[src/rtl/dmem_req_ctrl.sv]
// Data-memory request controller: turns the MEM-stage request into one SRAM-like
// bus transaction at a time and holds the load result while the pipeline is stalled.
module dmem_req_ctrl (
    input  logic        clk,
    input  logic        resetn,
    input  logic        m_data_req,
    input  logic        m_data_wr,
    input  logic [1:0]  m_data_size,
    input  logic [31:0] m_data_addr,
    input  logic [31:0] m_data_wdata,
    input  logic        flush,
    input  logic        pipe_advance,
    output logic [31:0] m_data_rdata,
    output logic        mem_stall,
    output logic        data_req,
    output logic        data_wr,
    output logic [1:0]  data_size,
    output logic [31:0] data_addr,
    output logic [31:0] data_wdata,
    input  logic        data_addr_ok,
    input  logic        data_data_ok,
    input  logic [31:0] data_rdata,
    output logic [1:0]  dbg_state
);

    // Bus handshake: data_req is the request valid and data_addr_ok its ready; the
    // request is accepted on the rising edge where both are high, and once raised
    // data_req and the bus fields stay unchanged until that edge. data_data_ok is a
    // single-cycle response strobe for the one accepted request, never for a new one.
    typedef enum logic [1:0] {
        S_IDLE = 2'd0,
        S_REQ  = 2'd1,
        S_WAIT = 2'd2,
        S_DONE = 2'd3
    } state_t;

    state_t      state;
    state_t      state_nxt;
    logic        discard;
    logic        discard_nxt;
    logic [31:0] rdata_buf;
    logic        buf_wr;
    logic [1:0]  buf_size;
    logic [31:0] buf_addr;
    logic [31:0] buf_wdata;

    logic        issue;
    logic        resp_live;
    logic        leave_mem;

    always_comb begin
        issue     = m_data_req & ~flush;
        resp_live = (state == S_WAIT) & data_data_ok & ~discard;
        leave_mem = pipe_advance | flush;
    end

    always_ff @(posedge clk or negedge resetn) begin
        if (!resetn) begin
            state <= S_IDLE;
        end else begin
            state <= state_nxt;
        end
    end

    // The request buffer tracks the inputs while idle so REQ can replay them unchanged.
    always_ff @(posedge clk or negedge resetn) begin
        if (!resetn) begin
            discard   <= 1'b0;
            rdata_buf <= '0;
            buf_wr    <= 1'b0;
            buf_size  <= '0;
            buf_addr  <= '0;
            buf_wdata <= '0;
        end else begin
            discard <= discard_nxt;
            if (state == S_IDLE) begin
                buf_wr    <= m_data_wr;
                buf_size  <= m_data_size;
                buf_addr  <= m_data_addr;
                buf_wdata <= m_data_wdata;
            end
            if (resp_live) begin
                rdata_buf <= data_rdata;
            end
        end
    end

    always_comb begin
        state_nxt   = state;
        discard_nxt = discard;
        case (state)
            S_IDLE: begin
                if (issue) begin
                    state_nxt = data_addr_ok ? S_WAIT : S_REQ;
                end
            end
            S_REQ: begin
                // A request already on the bus cannot be withdrawn; only its result is dropped.
                if (flush) begin
                    discard_nxt = 1'b1;
                end
                if (data_addr_ok) begin
                    state_nxt = S_WAIT;
                end
            end
            S_WAIT: begin
                if (data_data_ok) begin
                    discard_nxt = 1'b0;
                    state_nxt   = (discard || leave_mem) ? S_IDLE : S_DONE;
                end else if (flush) begin
                    discard_nxt = 1'b1;
                end
            end
            S_DONE: begin
                if (leave_mem) begin
                    state_nxt = S_IDLE;
                end
            end
            default: begin
                state_nxt = S_IDLE;
            end
        endcase
    end

    always_comb begin
        data_req     = 1'b0;
        data_wr      = buf_wr;
        data_size    = buf_size;
        data_addr    = buf_addr;
        data_wdata   = buf_wdata;
        m_data_rdata = rdata_buf;
        mem_stall    = 1'b0;
        case (state)
            S_IDLE: begin
                data_req   = issue;
                data_wr    = m_data_wr;
                data_size  = m_data_size;
                data_addr  = m_data_addr;
                data_wdata = m_data_wdata;
                mem_stall  = m_data_req;
            end
            S_REQ: begin
                data_req  = 1'b1;
                mem_stall = 1'b1;
            end
            S_WAIT: begin
                mem_stall = ~resp_live;
                if (resp_live) begin
                    m_data_rdata = data_rdata;
                end
            end
            default: begin
                mem_stall = 1'b0;
            end
        endcase
        if (flush) begin
            mem_stall = 1'b0;
        end
        // Reset silences the bus and the pipeline immediately, not at the next edge.
        if (!resetn) begin
            data_req  = 1'b0;
            mem_stall = 1'b0;
        end
    end

    assign dbg_state = state;

endmodule

[config.mk]
export PLATFORM = sky130hd
export DESIGN_NAME = dmem_req_ctrl
export DESIGN_NICKNAME = d
export VERILOG_FILES = /design/src/rtl/dmem_req_ctrl.sv
export SDC_FILE = /design/constraint.sdc
export NUM_CORES = 1
export LEC_CHECK = 0
export ABC_AREA = 1
export CELL_PAD_IN_SITES_DETAIL_PLACEMENT = 1
export CELL_PAD_IN_SITES_GLOBAL_PLACEMENT = 2
export CORE_MARGIN = 2
export CORE_UTILIZATION = 22
export DETAILED_ROUTE_END_ITERATION = 12
export PLACE_DENSITY = 0.92
export SKIP_CTS_REPAIR_TIMING = 1
export SLEW_MARGIN = 20
export SYNTH_ARGS = -nofsm -noshare
export SYNTH_HDL_FRONTEND = slang
export SYNTH_SLANG_ARGS = --single-unit
[constraint.sdc]
create_clock -name clk -period 1.6 [get_ports clk]
set_input_delay 0.16 -clock clk [delete_from_list [all_inputs] [get_ports clk]]
set_output_delay 0.16 -clock clk [all_outputs]
set_load 0.01 [all_outputs]
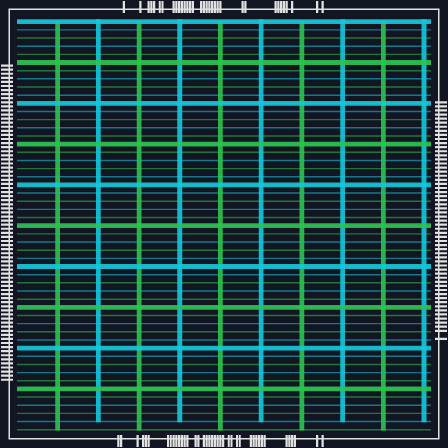
(images/floorplan.png)
Drawn at 3 px/µm. Pins as bars on the die edge.
[VSS] green
[VDD] cyan
signal pins: 209
met4 straps: 10
met1 rails: 51
die y size: 143 µm
CORE AREA: 0.0188 mm²

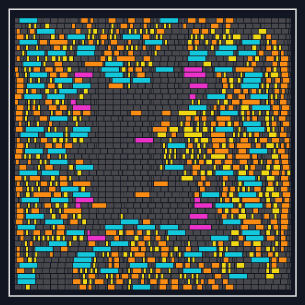
(images/class_map.png)
Drawn at 2 px/µm. Fill, decap, tap and diode cells in gray.
[clock drivers and dummy loads] magenta | cells: 16 | share of their area: 3.9%
[remaining buffers and delay cells] orange | cells: 345 | share of their area: 41%
[remaining logic cells] yellow | cells: 375 | share of their area: 24%
[registers] cyan | cells: 102 | share of their area: 31%
Seq/total area: 30.2%
Core Util, Final: 45.0%

==> results.yml <==
# synthesis and place-and-route metrics
yosys:
  syn-cell-area_mm2: 0.00423
  synth_cell_types: 17
  yosysTopAreaCell: "dfrtp_1"
  synth_top_area_share_pct: 60.4
  synth_nets: 613
sta:
  finalClockPeriodUsage_pct: 126
  rsz0062_at_grt: "yes"
  slew_headroom_pct: 38.8
  setup_viol: 107
  setup_ws_ns: -0.419
critical_path:
  crit_chain: "inv_2, ha_4, inv_4, nor2_4, buf_12, nand2_8, clkbuf_16, nand2_4, nand2_2, buf_6"
power_and_ir_drop:
  p_comb_share_pct: 60.9
  power_mw: 17.6
run:
  maxCapViolCount: 0
status:
  violations: "setup timing"
  status: "finished with violations"
placed_design:
  post-place-ws_ns: -0.414
finish:
  antenna_cells: 0
clocking:
  cts.htree.levels: 3
grt:
  grt_overflow_total: 0
  grt_pass1_vias: 4662
==> how the worst max path moves through the flow <==
stage	startpoint	end	slack [ns]	cells after the start
2_1_floorplan	dbg_state[0]$_DFFE_PN0P_	data_addr[22]	0.06	8
3_3_place_gp	dbg_state[0]$_DFFE_PN0P_	data_wdata[30]	-0.41	8
3_5_place_dp	dbg_state[0]$_DFFE_PN0P_	data_wdata[3]	-0.41	8
4_1_cts	dbg_state[0]$_DFFE_PN0P_	data_wdata[3]	-0.82	8
5_1_grt	dbg_state[0]$_DFFE_PN0P_	m_data_rdata[15]	-0.50	10
6_report	dbg_state[0]$_DFFE_PN0P_	m_data_rdata[25]	-0.42	10
==> metrics by stage <==
| stage | instances | cell area (µm²) |
|---|---|---|
| global placement | 1018 | 7310 |
| floorplan | 502 | 4230 |
| CTS | 1034 | 7630 |
| global route | 1072 | 8450 |
| detailed placement | 1018 | 7310 |
| finish | 1072 | 8450 |
==> final cells by class <==
type,count,area share [%]
timing repair buffer,345,39.2
sequential,102,30.2
multi-input combinational,364,22.6
tap,234,3.47
clock buffer,10,2.71
clock inverter,6,1.10
inverter,11,0.667
==> sequential cells by signal (all words and copies together), names as in the netlist <==
register / cells
buf_addr: 32
buf_size: 2
buf_wdata: 32
dbg_state: 2
buf_wr: 1
rdata_buf: 32
discard: 1
==> routing by layer <==
metal | wire, µm | vias up | GRT usage (%)
met5 | 0 | - | 0
met4 | 245 | 0 | 5.42
met3 | 1220 | 14 | 5.57
met2 | 8560 | 148 | 24.5
met1 | 6780 | 2125 | 16.5
li1 | - | 2208 | -
==> synthesized netlist by cell type <==
master / count
ha_1: 5
o21a_1: 1
buf_2: 10
nand2_1: 312
inv_2: 2
dfrtp_1: 102
nand3b_1: 1
nor2_4: 1
nor2_1: 3
buf_6: 3
inv_1: 9
buf_4: 6
nand3_1: 35
nand2_4: 1
o21ai_0: 3
a21oi_1: 2
clkbuf_1: 6
==> worst register-to-register path, cell delays in order (launching register included) <==
cell and delay [ns]:
dfrtp_1 0.39, inv_2 0.08, ha_4 0.14, inv_4 0.04, nor2_4 0.15, buf_12 0.16
nand2_8 0.10, clkbuf_16 0.20, nand2_4 0.08, buf_4 0.10, buf_4 0.09, nand2_1 0.04
==> power groups by stage <==
stage | registers [mW] | clock network, mW | logic, mW
after floorplan | 4.19 | 0 | 3.52
after global placement | 4.22 | 0 | 8.87
after detailed placement | 4.28 | 0 | 9.02
after CTS | 4.24 | 2.52 | 9.08
after global routing | 4.60 | 2.61 | 11.7
final | 4.48 | 2.41 | 10.7
==> cell families after synthesis <==
group                    after synthesis  share of synthesized area [%]
AND-OR/OR-AND                          6                          0.769
buffers and inverters                 36                           4.56
adder cells (fa/ha/maj)                5                           1.48
flip-flops                           102                           60.4
AND/OR/NAND/NOR                      353                           32.8
Power and IR drop assume default switching activity.
